## config.mk

```make
export PLATFORM = sky130hd
export DESIGN_NAME = event_queue_ctrl
export DESIGN_NICKNAME = d
export VERILOG_FILES = /design/src/rtl/dvs_ravens_pkg.sv /design/src/rtl/event_queue_ctrl.sv
export SDC_FILE = /design/constraint.sdc
export NUM_CORES = 1
export LEC_CHECK = 0
export CAP_MARGIN = 20
export CORE_UTILIZATION = 41
export CTS_BUF_LIST = sky130_fd_sc_hd__clkbuf_4 sky130_fd_sc_hd__clkbuf_8
export DETAILED_ROUTE_END_ITERATION = 8
export PLACE_DENSITY = 0.89
export SYNTH_ARGS = -nofsm -noshare
export SYNTH_HDL_FRONTEND = slang
export SYNTH_SLANG_ARGS = --single-unit
```

## constraint.sdc

```tcl
create_clock -name clk -period 3.73 [get_ports clk]
set_clock_uncertainty 0.15 [all_clocks]
set_input_delay 0.9325 -clock clk [delete_from_list [all_inputs] [get_ports clk]]
set_output_delay 0.9325 -clock clk [all_outputs]
set_load 0.01 [all_outputs]
```

## src/rtl/dvs_ravens_pkg.sv

```systemverilog
// Shared DVS-to-Ravens types and sizing constants.
package dvs_ravens_pkg;

    localparam int EVENT_BITS               = 32;
    localparam int EVENT_QUEUE_DEPTH        = 64;
    localparam int EVENT_QUEUE_STARVE_LIMIT = 8;
    localparam int EQ_ADDR_BITS             = $clog2(EVENT_QUEUE_DEPTH);

    typedef logic [EVENT_BITS-1:0]   event_t;
    typedef logic [EQ_ADDR_BITS-1:0] eq_addr_t;

endpackage

```

## src/rtl/event_queue_ctrl.sv

```systemverilog
// Circular-FIFO controller for the single-port event-queue SRAM. Pushes from
// the capture front end have priority over fetches; a starvation counter
// forces one fetch after STARVE_LIMIT writes granted while a read was wanted.
// A one-entry output register hides the SRAM's registered read latency.
module event_queue_ctrl
    import dvs_ravens_pkg::*;
#(
    parameter int DEPTH        = EVENT_QUEUE_DEPTH,
    parameter int WIDTH        = EVENT_BITS,
    parameter int STARVE_LIMIT = EVENT_QUEUE_STARVE_LIMIT,
    localparam int AW          = $clog2(DEPTH),
    localparam int CW          = $clog2(DEPTH + 1),
    localparam int SW          = $clog2(STARVE_LIMIT + 1)
) (
    input  logic             clk,
    input  logic             rst,
    input  logic             in_valid,
    input  logic [WIDTH-1:0] in_event,
    output logic             in_ready,
    output logic             out_valid,
    output logic [WIDTH-1:0] out_event,
    input  logic             out_ready,
    output logic [CW-1:0]    count,
    output logic             overflow,
    output logic [AW-1:0]    sram_addr,
    output logic [WIDTH-1:0] sram_d_in,
    output logic             sram_wr_en,
    output logic             sram_sense_en,
    input  logic [WIDTH-1:0] sram_d_out
);

    logic [AW-1:0] wr_ptr, rd_ptr;
    logic [SW-1:0] starve;
    logic          rd_pending;
    logic          full, slot_free, want_rd, force_rd, push, fetch;

    // Port arbitration: push wins unless the starve limit forces a fetch.
    // Fetch is also gated by rst so the SRAM sees no access during reset.
    always_comb begin
        full          = (count == CW'(DEPTH));
        slot_free     = !rd_pending && (!out_valid || out_ready);
        want_rd       = (count != '0) && slot_free;
        force_rd      = want_rd && (starve == SW'(STARVE_LIMIT));
        in_ready      = !rst && !full && !force_rd;
        push          = in_valid && in_ready;
        fetch         = !rst && want_rd && !push;
        sram_wr_en    = push;
        sram_sense_en = fetch;
        sram_addr     = push ? wr_ptr : rd_ptr;
        sram_d_in     = in_event;
    end

    // Pointers, occupancy, starvation counter, output register and overflow.
    always_ff @(posedge clk) begin
        if (rst) begin
            wr_ptr     <= '0;
            rd_ptr     <= '0;
            count      <= '0;
            rd_pending <= 1'b0;
            out_valid  <= 1'b0;
            out_event  <= '0;
            starve     <= '0;
            overflow   <= 1'b0;
        end else begin
            if (push)
                wr_ptr <= (wr_ptr == AW'(DEPTH - 1)) ? '0 : wr_ptr + 1'b1;
            if (fetch)
                rd_ptr <= (rd_ptr == AW'(DEPTH - 1)) ? '0 : rd_ptr + 1'b1;
            // The slot is reusable as soon as the fetch is issued.
            count      <= count + CW'(push) - CW'(fetch);
            rd_pending <= fetch;

            if (fetch)
                starve <= '0;
            else if (push) begin
                if (want_rd && starve != SW'(STARVE_LIMIT))
                    starve <= starve + 1'b1;
            end else if (!want_rd)
                starve <= '0;

            // A returning word always lands, even over a same-cycle pop.
            if (rd_pending) begin
                out_event <= sram_d_out;
                out_valid <= 1'b1;
            end else if (out_valid && out_ready)
                out_valid <= 1'b0;

            // The source cannot stall, so an offer while full is a lost event.
            if (in_valid && full)
                overflow <= 1'b1;
        end
    end

endmodule

```

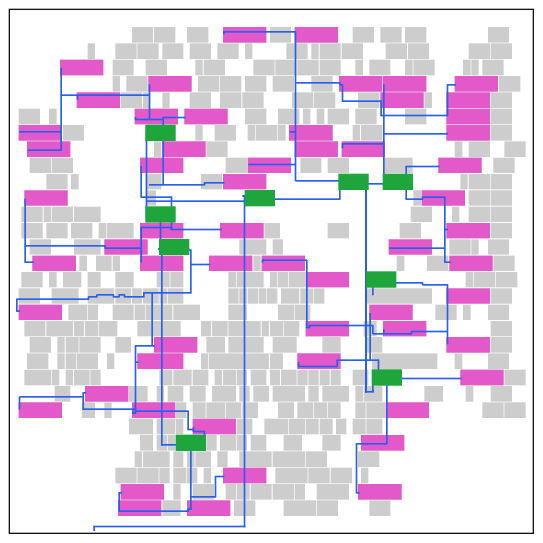
(images/clk_routes.png)
(6 px per um)
magenta -> flip-flops  # count 58
blue -> clock wires  # length 823 um
green -> clock drivers  # count 9
routed clock nets = 10

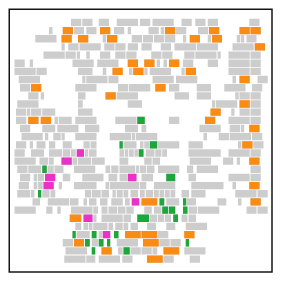
(images/logic_types.png)
(3 px per um)
magenta -> non-inverting ao/oa cells  # cells 8
orange -> mux cells  # cells 42, where spread over the die
green -> nand cells  # cells 23

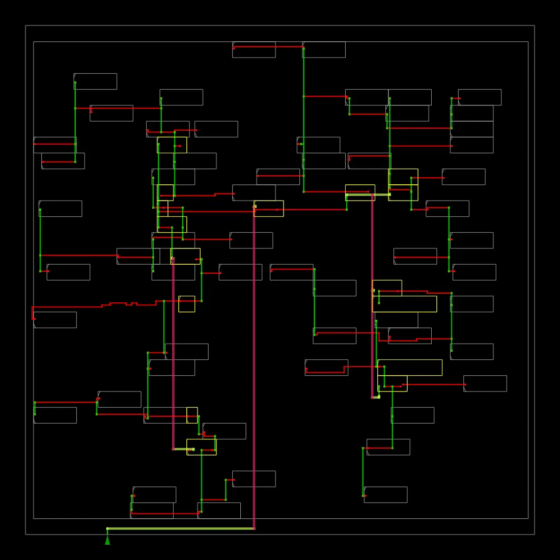
(images/clocks.png)
Num Clock Sinks: 58
Inserted Clock Buffers: 9
power consumed by the clock network: 0.648 mW
clock buffer instance count of the final layout: 11

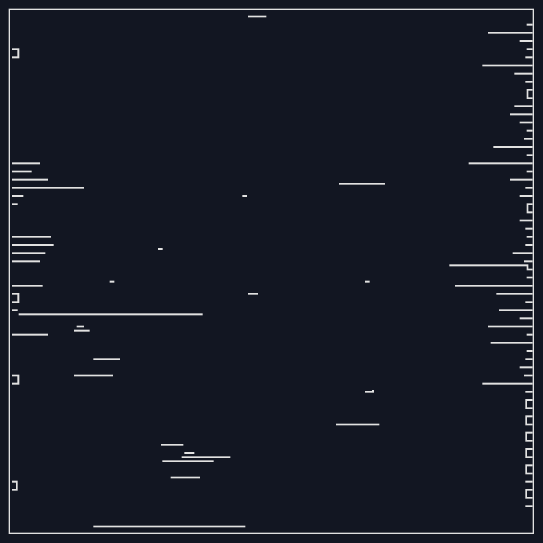
(images/layer_met3.png)
(6 px per um)
nets with wire on the layer = 73
wire length on this layer = 350 um
share of all routed wire = 5.2%

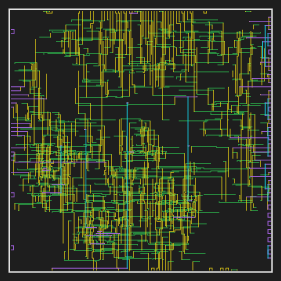
(images/wires.png)
(3 px per um)
green -> metal 1  # wire length 2860 um
yellow -> metal 2  # wire length 3370 um
cyan -> metal 4  # wire length 199 um
purple -> metal 3  # wire length 350 um

==> notes.md <==
The implementation run finished. Looking at the reg2reg group, the worst path starts from count[5]$_SDFF_PP0_. Insertion delay of the later-clocked pin in the worst-skew pair landed at 330 ps. According to the report, the first pass of detailed routing completed in 4 iterations.

Number of distinct library cells after synthesis landed at 53. The first global-routing pass estimated 10.58 mm of wire. Post-route antenna net violation count landed at 0. From bottom edge to top edge, the die measures 87.10 um. Share of flip-flops with an asynchronous set or reset after synthesis landed at 0%. The synthesized instance count is 310. Relative contribution of the clock network to total power landed at 24.4%.

CTS H-tree depth landed at 3. For the worst reg-to-reg path, the endpoint reported by OpenROAD is count[6]$_SDFF_PP0_. On the worst path, the slowest cell contributes a delay of 490 ps. Count of vias placed by the detailed router landed at 2434. Post-CTS setup repair buffer count landed at 0. The report lists the power per cell area as 665.8 nW/um^2. The via count of the first global-routing pass came to 2357. Share of cells above drive strength 1 landed at 13.58%. The tree is rooted in a sky130_fd_sc_hd__clkbuf_8.

On the reported timing paths, the clock transition at the registers reads 60 ps. STA classifies the critical path startpoint as a primary input. In this run the static leakage power is 1.568 nW. According to the finish report, the design has a final net count of 459. TritonCTS built the clock tree. Area of the core landed at 6907 um^2.

Maximum fanout along the worst path landed at 8. The worst-case IR drop observed on VDD is 0.4588 mV. Per the Yosys statistics, synthesis produced 310 cells. The synthesis run shows the most used standard cells to be sky130_fd_sc_hd__dfxtp_1, sky130_fd_sc_hd__nor2_1, sky130_fd_sc_hd__mux2i_1, sky130_fd_sc_hd__buf_4. The switching component of the power was reported as 0.8901 mW. A synthesized cell averages 9.578 um^2. In the hold report, the worst path ends at out_event[4]$_SDFFE_PP0P_.

Counting only logic cells after layout, the most numerous master is sky130_fd_sc_hd__clkdlybuf4s50_1. Detailed placement reports a standard cell area of 3761 um^2. Number of DRC markers in iteration 0 landed at 59. The flow ran to the end, and the final reports show no timing, DRC or antenna violations. Final max-slew violation count landed at 0. Clock tree buffer depth landed at 2.

Entering global routing, the biggest net connects 55 pins. Overall power consumption after layout is estimated at 2.652 mW. Worst path required time landed at 2650 ps.

Post-synth the commonest register cell is sky130_fd_sc_hd__dfxtp_1. Per the STA report, the cell with the highest stage delay on the worst path is sky130_fd_sc_hd__clkdlybuf4s50_1. According to the timing report, the arrival time at the worst endpoint equals 2600 ps.

Grouping stages by cell kind, the critical path spends the most delay in buffers and inverters. After detailed routing, the number of vias per cell comes to 5.081. The report counts max-capacitance violations totalling 0. Per the synthesis report, the dominant area consumer among library cells is sky130_fd_sc_hd__dfxtp_1. STA classifies the critical path endpoint as an output port. Layout overhead on the synthesized area landed at 34.13%.

After synthesis the netlist holds a flip-flop and latch count of 58. Antenna diode count landed at 0. Count of endpoints failing hold in the final timing report landed at 0.

Portion of total power attributed to sequential cells landed at 32.0%. Note that the worst hold path type here is register to register. Post-cts hold-fix buffer tally landed at 0. Detailed placer's ending HPWL landed at 4.937 mm. The max-slew check reports its worst relative slack as 63.51%. After filler insertion, the fill cell instance count of the layout stands at 628. Total track usage landed at 18.10%. Yosys instantiated no cell more often than sky130_fd_sc_hd__dfxtp_1. The worst setup path is of the primary input to output port kind. Final instance area landed at 3983 um^2. Combined area of all synthesized cells landed at 2969 um^2. The report gives the cell count of the worst hold path as 2.

Setup slack of the critical path after layout landed at 44.40 ps. The initialized floorplan defines 30 standard-cell rows. Final hold analysis gives a worst-case slack of 338.9 ps. Of the total power, the share spent switching nets is 33.57%. Total nets after synthesis landed at 391.

Summed over all failing endpoints, the final setup total negative slack is 0 ps. The routed design shows a wire length per standard cell of 14.15 um. The last timing report of the flow puts the setup violation total at 0. Final clock period utilization by the worst path landed at 98.81%. Setup repair after global routing left no endpoint under its margin. Proportion of power drawn by combinational gates landed at 43.5%. Buffer-and-inverter tally for the worst setup path landed at 3. The capture point of the critical path was reported as sram_addr[1]. According to the Yosys statistics, the synthesized design has a chip area of 2969 um^2. Sequential area share after synthesis landed at 39.11%. In this run the count of I/O pins placed on the die edge is 150.

Path length in cells of the critical path landed at 7. Number of synthesized flops with an enable pin landed at 0. After its last routability iteration, the placer logged a weighted congestion of 0.8170. Worst setup timing slack at the placement stage landed at -228.2 ps.

Global routing finished with a remaining overflow of 0. Cell-internal power landed at 1.762 mW. Wire length after detailed routing landed at 6.778 mm. Including well taps, the total number of placed cells is 463.

The synthesis log from Yosys contains 0 warnings. The timing report gives the worst reg2reg path a setup slack of 540 ps. Listed in order, past its start point the critical path passes clkdlybuf4s50_1 > nor2b_2 > or4_4 > nand2_4 > inv_6 > mux2_4 > clkdlybuf4s15_1.

For the finished layout, the period the worst path requires is 3686 ps. In this run the worst setup path begins at out_ready. At the end of the flow the core is filled with cells to 57.66%. In the post-synthesis netlist, the biggest area contributors are sky130_fd_sc_hd__dfxtp_1, sky130_fd_sc_hd__mux2i_1, sky130_fd_sc_hd__buf_4, sky130_fd_sc_hd__nor2_1, sky130_fd_sc_hd__ha_1. Depth of the most critical reg-to-reg path landed at 13. The area fraction of the largest cell type after synthesis is 39.11%. Once the floorplan was initialized, standard cells occupied 42.99% of the core. For this run, design rule violations remaining after detail routing come to 0. Per the timing report, the achievable frequency comes out to 271.3 MHz. In the layout the commonest cells are sky130_fd_sc_hd__clkdlybuf4s50_1, sky130_fd_sc_hd__dfxtp_1, sky130_fd_sc_hd__nor2_1, sky130_fd_sc_hd__mux2i_1, sky130_fd_sc_hd__buf_4. The count of buffers added on input and output ports is 85. STA lists the startpoint of the worst hold path as out_event[4]$_SDFFE_PP0P_.

The initial antenna violation count is 0. Slew of the pin with the lowest slew margin landed at 547.3 ps. OpenROAD warning count landed at 29. Measured along the x axis, the die boundary spans 87.10 um.

Final non-filler cell total landed at 479. Total die size landed at 7586 um^2.
==> per-layer routing <==
| layer | global-route usage, % | vias to the layer above | wire length (um) |
|---|---|---|---|
| met4 | 12.37 | 0 | 199 |
| met1 | 20.22 | 1141 | 2858 |
| met3 | 3.697 | 27 | 349 |
| li1 | - | 1193 | - |
| met5 | 0 | - | 0 |
| met2 | 30.99 | 73 | 3370 |
==> flip-flops by register name (all words and copies together) (netlist names) <==
signal,flops
count,7
starve,4
overflow,1
rd_ptr,6
out_event,32
wr_ptr,6
out_valid,1
rd_pending,1
==> power by group through the flow <==
stage / Sequential, mW / Clock (mW) / Combinational, mW
2_1_floorplan: 0.875 / 0 / 0.712
3_3_place_gp: 0.857 / 0 / 1.11
3_5_place_dp: 0.862 / 0 / 1.15
4_1_cts: 0.849 / 0.666 / 1.16
5_1_grt: 0.864 / 0.699 / 1.27
6_report: 0.849 / 0.648 / 1.15
==> cells by family (layout without fill, tap and decap cells) <==
group,Yosys count,in the layout,synth area share [%]
XOR/XNOR,4,4,1.180
buffers and inverters,58,131,12.01
AND-OR/OR-AND,42,42,10.58
adder cells (fa/ha/maj),13,13,5.731
AND/OR/NAND/NOR,93,93,16.18
multiplexers,42,42,15.21
flip-flops,58,58,39.11
==> area by class of cell <==
type	instances	area (um^2)	area share, %
clock buffers	11	145.1	3.644
clock inverters	5	77.57	1.948
inverters	13	53.80	1.351
multi-input cells	194	1456	36.57
flip-flops and latches	58	1162	29.19
well taps	96	120.1	3.016
repair buffers	102	967.2	24.29
==> what timing repair did <==
| action | 4_1_cts | 5_1_grt |
|---|---|---|
| setup endpoints to repair | 7 | 2 |
| resized | 14 | 2 |
| pin swaps | 1 | 0 |
No activity file was given, so power comes from the tool's default toggle rates.
